--- src/rtl/sha256_digest_streamer.sv ---
// sha256_digest_streamer: captures a 256-bit digest on a rising edge of
// digest_done and streams it out big-endian over a valid/ready byte port.
// Optional build macro SHA256_DIGEST_HEX_EN: emit each digest byte as two
// lowercase ASCII hex characters (64 bytes per digest) instead of 32 raw bytes.
// GAP_CYCLES inserts idle cycles (tx_valid low) after every non-final byte.
module sha256_digest_streamer #(
  parameter int GAP_CYCLES = 0
) (
  input  logic         clk,
  input  logic         rst,
  input  logic [255:0] digest_in,
  input  logic         digest_done,
  output logic [7:0]   tx_data,
  output logic         tx_valid,
  input  logic         tx_ready,
  output logic         tx_last,
  output logic         busy,
  output logic         overrun
);

`ifdef SHA256_DIGEST_HEX_EN
  localparam int CNT_W = 6;
`else
  localparam int CNT_W = 5;
`endif
  // index of the final output byte: 31 raw, 63 hex
  localparam logic [CNT_W-1:0] LAST_IDX = '1;
  // gap counter counts down to zero, so it is loaded with N-1
  localparam logic [7:0] GAP_LOAD = 8'(GAP_CYCLES) - 8'd1;

  typedef enum logic [1:0] {S_IDLE, S_SEND, S_GAP} state_t;

  state_t           r_state;
  logic             r_done_q;
  logic [255:0]     r_shift;
  logic [CNT_W-1:0] r_cnt;
  logic [7:0]       r_gap_cnt;
  logic [7:0]       r_tx_data;
  logic             r_tx_valid;
  logic             r_tx_last;
  logic             r_busy;
  logic             r_overrun;

  logic             w_rise;
  logic             w_xfer;
  logic [CNT_W-1:0] w_next_cnt;
  logic [255:0]     w_next_shift;
  logic [7:0]       w_next_data;
  logic [255:0]     w_cap_shift;
  logic [7:0]       w_cap_data;

  assign w_rise     = digest_done & ~r_done_q;
  assign w_xfer     = r_tx_valid & tx_ready;
  assign w_next_cnt = r_cnt + 1'b1;

`ifdef SHA256_DIGEST_HEX_EN
  // one nibble to its lowercase ASCII hex character
  function automatic logic [7:0] f_hex(input logic [7:0] b, input logic lo);
    logic [3:0] n;
    n = lo ? b[3:0] : b[7:4];
    return (n < 4'd10) ? (8'h30 + {4'd0, n}) : (8'h57 + {4'd0, n});
  endfunction

  // r_shift keeps the current byte on top; it only moves on after the low
  // nibble (odd count) has gone out
  assign w_next_shift = r_cnt[0] ? {r_shift[247:0], 8'h00} : r_shift;
  assign w_next_data  = f_hex(w_next_shift[255:248], w_next_cnt[0]);
  assign w_cap_shift  = digest_in;
  assign w_cap_data   = f_hex(digest_in[255:248], 1'b0);
`else
  // r_shift holds the bytes still to come after the one in r_tx_data
  assign w_next_shift = {r_shift[247:0], 8'h00};
  assign w_next_data  = r_shift[255:248];
  assign w_cap_shift  = {digest_in[247:0], 8'h00};
  assign w_cap_data   = digest_in[255:248];
`endif

  // capture / send / gap sequencing with registered handshake outputs
  always_ff @(posedge clk) begin
    if (rst) begin
      r_state    <= S_IDLE;
      r_done_q   <= 1'b0;
      r_shift    <= '0;
      r_cnt      <= '0;
      r_gap_cnt  <= '0;
      r_tx_data  <= '0;
      r_tx_valid <= 1'b0;
      r_tx_last  <= 1'b0;
      r_busy     <= 1'b0;
      r_overrun  <= 1'b0;
    end else begin
      r_done_q <= digest_done;
      // an edge that cannot be captured is only flagged; the stream goes on
      if (w_rise && (r_state != S_IDLE)) r_overrun <= 1'b1;
      case (r_state)
        S_IDLE: begin
          if (w_rise) begin
            r_shift    <= w_cap_shift;
            r_cnt      <= '0;
            r_tx_data  <= w_cap_data;
            r_tx_valid <= 1'b1;
            r_tx_last  <= 1'b0;
            r_busy     <= 1'b1;
            r_state    <= S_SEND;
          end
        end
        S_SEND: begin
          if (w_xfer) begin
            if (r_cnt == LAST_IDX) begin
              r_tx_valid <= 1'b0;
              r_tx_last  <= 1'b0;
              r_busy     <= 1'b0;
              r_state    <= S_IDLE;
            end else begin
              r_shift   <= w_next_shift;
              r_cnt     <= w_next_cnt;
              r_tx_data <= w_next_data;
              if (GAP_CYCLES > 0) begin
                // tx_last stays low while nothing is presented
                r_tx_valid <= 1'b0;
                r_tx_last  <= 1'b0;
                r_gap_cnt  <= GAP_LOAD;
                r_state    <= S_GAP;
              end else begin
                r_tx_last <= (w_next_cnt == LAST_IDX);
              end
            end
          end
        end
        S_GAP: begin
          if (r_gap_cnt == 8'd0) begin
            r_tx_valid <= 1'b1;
            r_tx_last  <= (r_cnt == LAST_IDX);
            r_state    <= S_SEND;
          end else begin
            r_gap_cnt <= r_gap_cnt - 8'd1;
          end
        end
        default: r_state <= S_IDLE;
      endcase
    end
  end

  assign tx_data  = r_tx_data;
  assign tx_valid = r_tx_valid;
  assign tx_last  = r_tx_last;
  assign busy     = r_busy;
  assign overrun  = r_overrun;

endmodule
--- config.mk ---
export PLATFORM = sky130hd
export DESIGN_NAME = sha256_digest_streamer
export DESIGN_NICKNAME = d
export VERILOG_FILES = /design/src/rtl/sha256_digest_streamer.sv
export SDC_FILE = /design/constraint.sdc
export NUM_CORES = 1
export LEC_CHECK = 0
export CAP_MARGIN = 15
export CORE_MARGIN = 2
export CORE_UTILIZATION = 46
export DETAILED_ROUTE_END_ITERATION = 10
export HOLD_SLACK_MARGIN = 0.1
export PLACE_DENSITY_LB_ADDON = 0.25
export SLEW_MARGIN = 20
export SYNTH_ARGS = -nofsm -noshare
export SYNTH_HDL_FRONTEND = slang
export SYNTH_SLANG_ARGS = --single-unit
--- constraint.sdc ---
create_clock -name clk -period 2.3 [get_ports clk]
set_input_delay 0.46 -clock clk [delete_from_list [all_inputs] [get_ports clk]]
set_output_delay 0.46 -clock clk [all_outputs]
set_load 0.05 [all_outputs]
==> results_dict.tcl, run 1 <==
# yosys + openroad results
set metrics [dict create \
    outcome "complete, but fails checks" \
    violations "design-rule violations" \
    period_minus_slack_ps 2187 \
    cp-start-kind "flip-flop" \
    numSynthFlops 265 \
    post-place-ws_ps 13.36 \
    final_cell_mix "267 x clkdlybuf4s50_1, 262 x dfxtp_1, 248 x mux2i_1" \
    fmax_mhz 457.2 \
    syn_area_um2 12300 \
    hold_depth 2 \
    layout.nonclk_buf_share_pct 21.01 \
    synthMuxAreaShare_pct 20.18 \
    ys_types 27 \
    utilization_pct 64.23 \
    busiest_layer "met2" \
    synth-edff-count 0 \
    portBuffers 271 \
    yosys.area.top_type "dfxtp_1" \
    post-route-drc-count 34 \
    crit_required_ps 2700 \
    avgSynthCellArea_um2 10.34 \
    wl_met1_um 13980 \
    r2r_slack_ps 110 \
    ctsHoldBuffers 0 \
    grt-ovfl-total 0 \
    hold_ws_ps 330.4 \
    path_depth 10 \
    num-multi-input-gates 806 \
    n_antenna_cell 1 \
    fin_tns_setup_ps 0 \
    wl_per_cell_um 17.18 \
    ff_count 265 \
]
## run 1: worst paths after layout
check                               from     endpoint
worst max register to register  r_cnt[0]  r_shift[67]
worst min-delay path                 rst  r_shift[92]
worst max-delay path            r_cnt[0]  r_shift[67]
worst min register to register   tx_last      tx_last
## run 1: kinds of logic after synthesis
group | after synthesis
AND/OR/NAND/NOR | 287
AND-OR/OR-AND | 266
flip-flops | 265
multiplexers | 248
buffers and inverters | 118
adder cells (fa/ha/maj) | 3
XOR/XNOR | 2
## run 1: report_power, final
part / switching, mW / leakage [nW] / total [mW] / internal [mW]
clock: 1.80 / 0.489 / 4.74 / 2.93
combinational: 1.39 / 3.33 / 2.83 / 1.44
sequential: 0.284 / 2.20 / 5.37 / 5.09
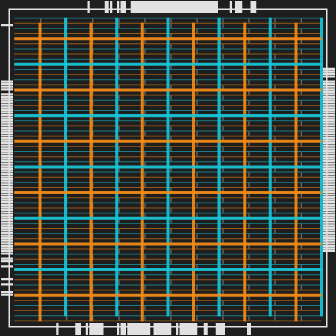
**Above:** run 1 (power grid).
Pins as bars on the die edge. Tap cells in grey.
Key: VSS = orange; VDD = cyan
60 met1 rails follow the rows. 11 straps on met5. The core has 59 rows.
worst vdd ir: 0.0004415 V
die width: 167.5 um
core outline area: 26130 um^2
die height: 167.5 um

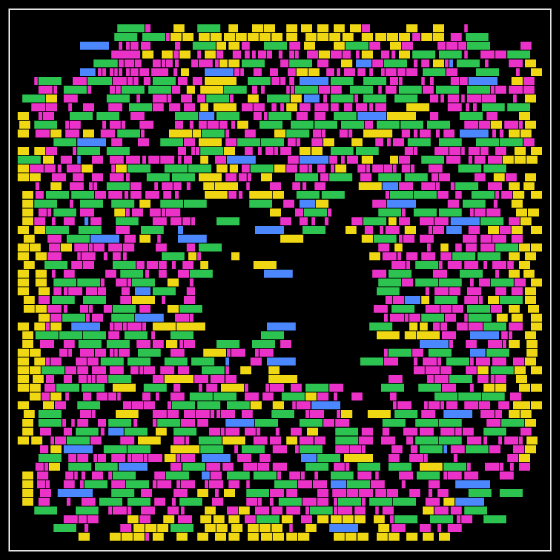
**Above:** run 1 (cells coloured by class).
Key: clock drivers and dummy loads = blue [cells 51, share of their area 6.1%]; sequential cells = green [cells 265, share of their area 32%]; combinational and other logic = magenta [cells 808, share of their area 40%]; remaining buffers and delay cells = yellow [cells 320, share of their area 22%]
post-route cell area: 16780 um^2
Seq area share: 31.64%

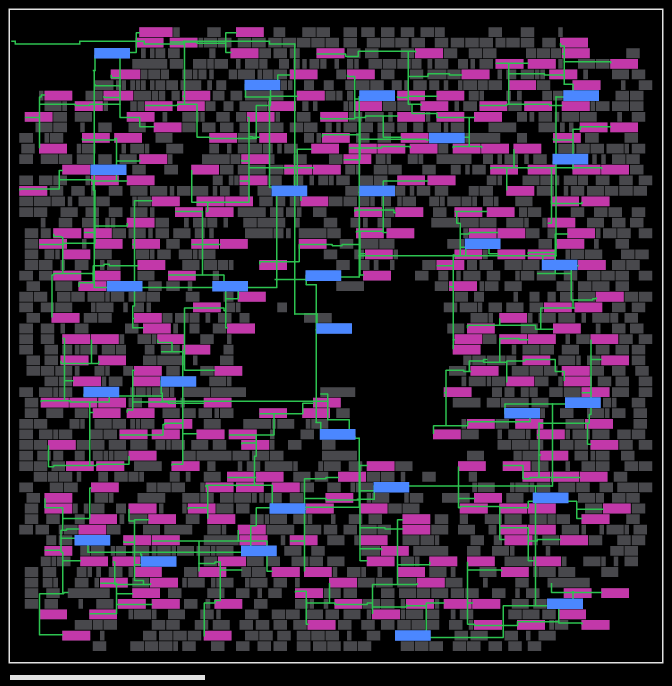
**Above:** run 1 (clock network drawn from the DEF).
The bar under the picture is 50 um long.
Key: clock drivers = blue [count 28]; clock wires = green [length 3300 um]; flip-flops = magenta [count 265]
Position of the flops: spread over the die. There are 29 routed clock nets.

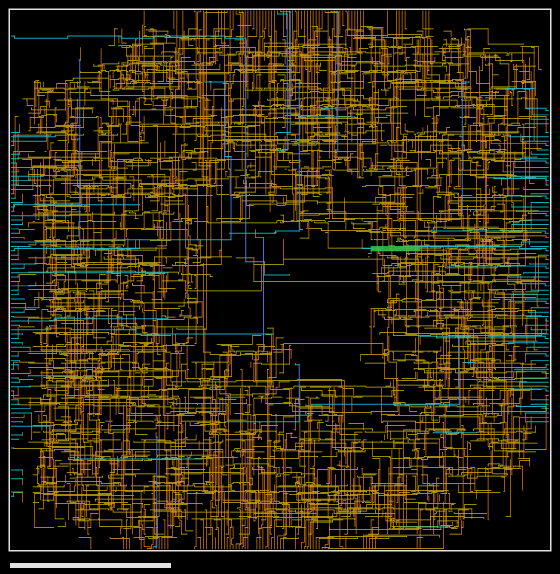
**Above:** run 1 (metal layers overlaid).
The bar under the picture is 50 um long.
Key: metal 5 = green [wire length 13.8 um]; metal 4 = blue [wire length 488 um]; metal 1 = yellow [wire length 14000 um]; metal 3 = cyan [wire length 1790 um]; metal 2 = orange [wire length 14300 um]

==> run 2: changes to the inputs <==
--- a/config.mk
+++ b/config.mk
@@ -6,8 +6,10 @@
 export NUM_CORES = 1
 export LEC_CHECK = 0
 export CAP_MARGIN = 15
+export CELL_PAD_IN_SITES_DETAIL_PLACEMENT = 1
+export CELL_PAD_IN_SITES_GLOBAL_PLACEMENT = 2
 export CORE_MARGIN = 2
-export CORE_UTILIZATION = 46
+export CORE_UTILIZATION = 29
 export DETAILED_ROUTE_END_ITERATION = 10
 export HOLD_SLACK_MARGIN = 0.1
 export PLACE_DENSITY_LB_ADDON = 0.25
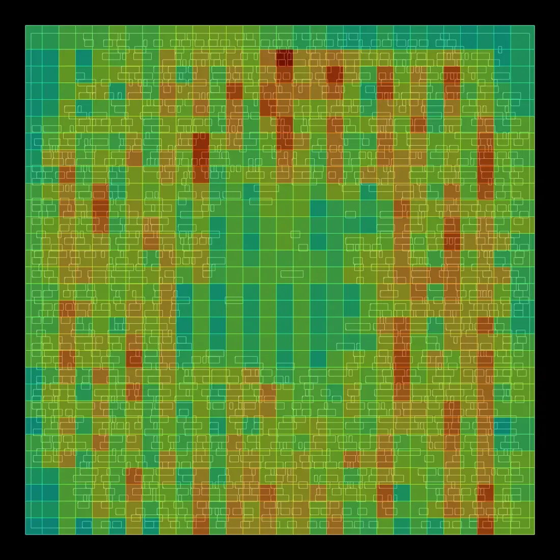
**Above:** run 2 (routing congestion).
met2 Resource Use GR: 25.84%
GR peak layer: met2
fin util: 40.94%

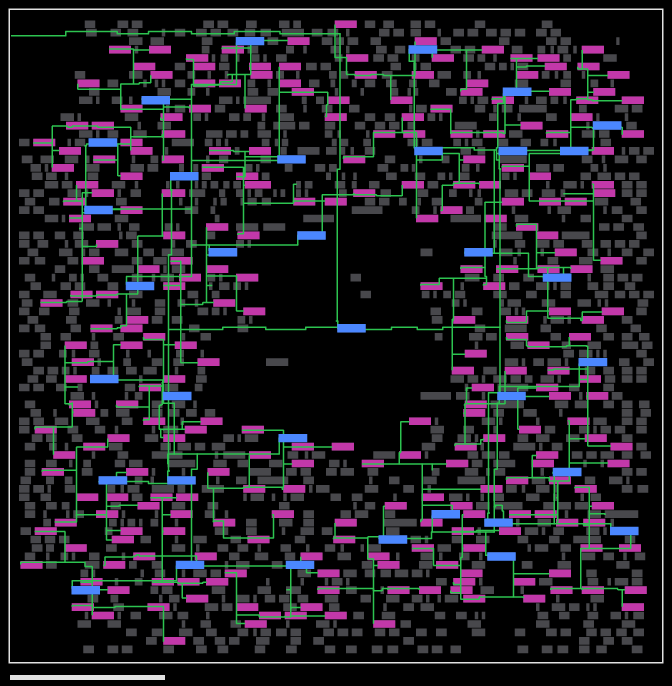
**Above:** run 2 (clock network drawn from the DEF).
The bar under the picture is 50 um long.
Key: flip-flops = magenta [count 265]; clock drivers = blue [count 34]; clock wires = green [length 4320 um]
There are 35 routed clock nets.
worst clock skew: 13.04 ps
clock network latency to the later pin of the worst-skew pair: 530 ps
clock-net power: 5.53 mW
Clock power frac: 40.2%

==> run 2 against run 1 <==
The flow now finishes without violations. Clock-buffer cell count rose by 1. Flip-flop count stayed put. Total power is 6.3% higher. Register-to-register slack worse by 40 ps. Core utilization decreased by 23 points. Wire length grew 19%. Final cell count grew 12%.
==> results_dict.tcl, run 2 <==
# yosys + openroad results
set metrics [dict create \
    wl_met1_um 17300 \
    power-top-group "clock" \
    seq_power_mw 5.38 \
    post-place-ws_ps 49.96 \
    avgSynthCellArea_um2 10.34 \
    portBuffers 271 \
    crit_required_ps 2740 \
    n_antenna_cell 1 \
    switching_share_pct 27.43 \
    wl_per_cell_um 18.34 \
    period_minus_slack_ps 2229 \
    holdPathEnd "r_shift[75]" \
    outcome "completed" \
    seq_share_pct 30.93 \
    ff_count 265 \
    core_area_um2 41950 \
    die_y_um 209.9 \
    fmax_mhz 448.6 \
    die_x_um 209.9 \
    r2r_slack_ps 70 \
    final_cell_mix "268 x clkdlybuf4s50_1, 262 x dfxtp_1, 258 x nor2_1" \
    syn_area_um2 12300 \
    synth-edff-count 0 \
    path_depth 8 \
    yosys.area.top_type "dfxtp_1" \
    hp-start "rst" \
    switchingPower_mw 3.773 \
    layout.nonclk_buf_share_pct 20.60 \
    ys_types 27 \
    num-multi-input-gates 806 \
    hold_depth 2 \
    timing.rr.start "r_cnt[0]" \
    sequentialPowerShare_pct 39.1 \
    p_int_mw 9.981 \
    crit_end "r_shift[79]" \
    comb_cell_power_mw 2.84 \
    power_frac_comb_pct 20.6 \
    post-route-drc-count 0 \
]
==> run 2: metrics by stage <==
stage	area [um^2]	hold slack (ps)	std cells	setup TNS, ps
after floorplan	12300	431.6	1189	0
after global placement	15780	444.3	1924	0
after detailed placement	15780	446.5	1924	0
after CTS	16950	337.4	1981	0
after global routing	17170	356.9	1986	-763.2
final	17170	362.3	1987	0
==> run 2: cells by family (layout without fill, tap and decap cells) <==
logic type | count (synthesis) | after routing | share of synthesized area, %
AND/OR/NAND/NOR | 287 | 287 | 9.329
AND-OR/OR-AND | 266 | 266 | 22.43
flip-flops | 265 | 265 | 43.13
multiplexers | 248 | 248 | 20.18
buffers and inverters | 118 | 376 | 4.476
adder cells (fa/ha/maj) | 3 | 3 | 0.3052
XOR/XNOR | 2 | 2 | 0.1424
other | 0 | 1 | 0
No activity file was given, so power comes from the tool's default toggle rates.
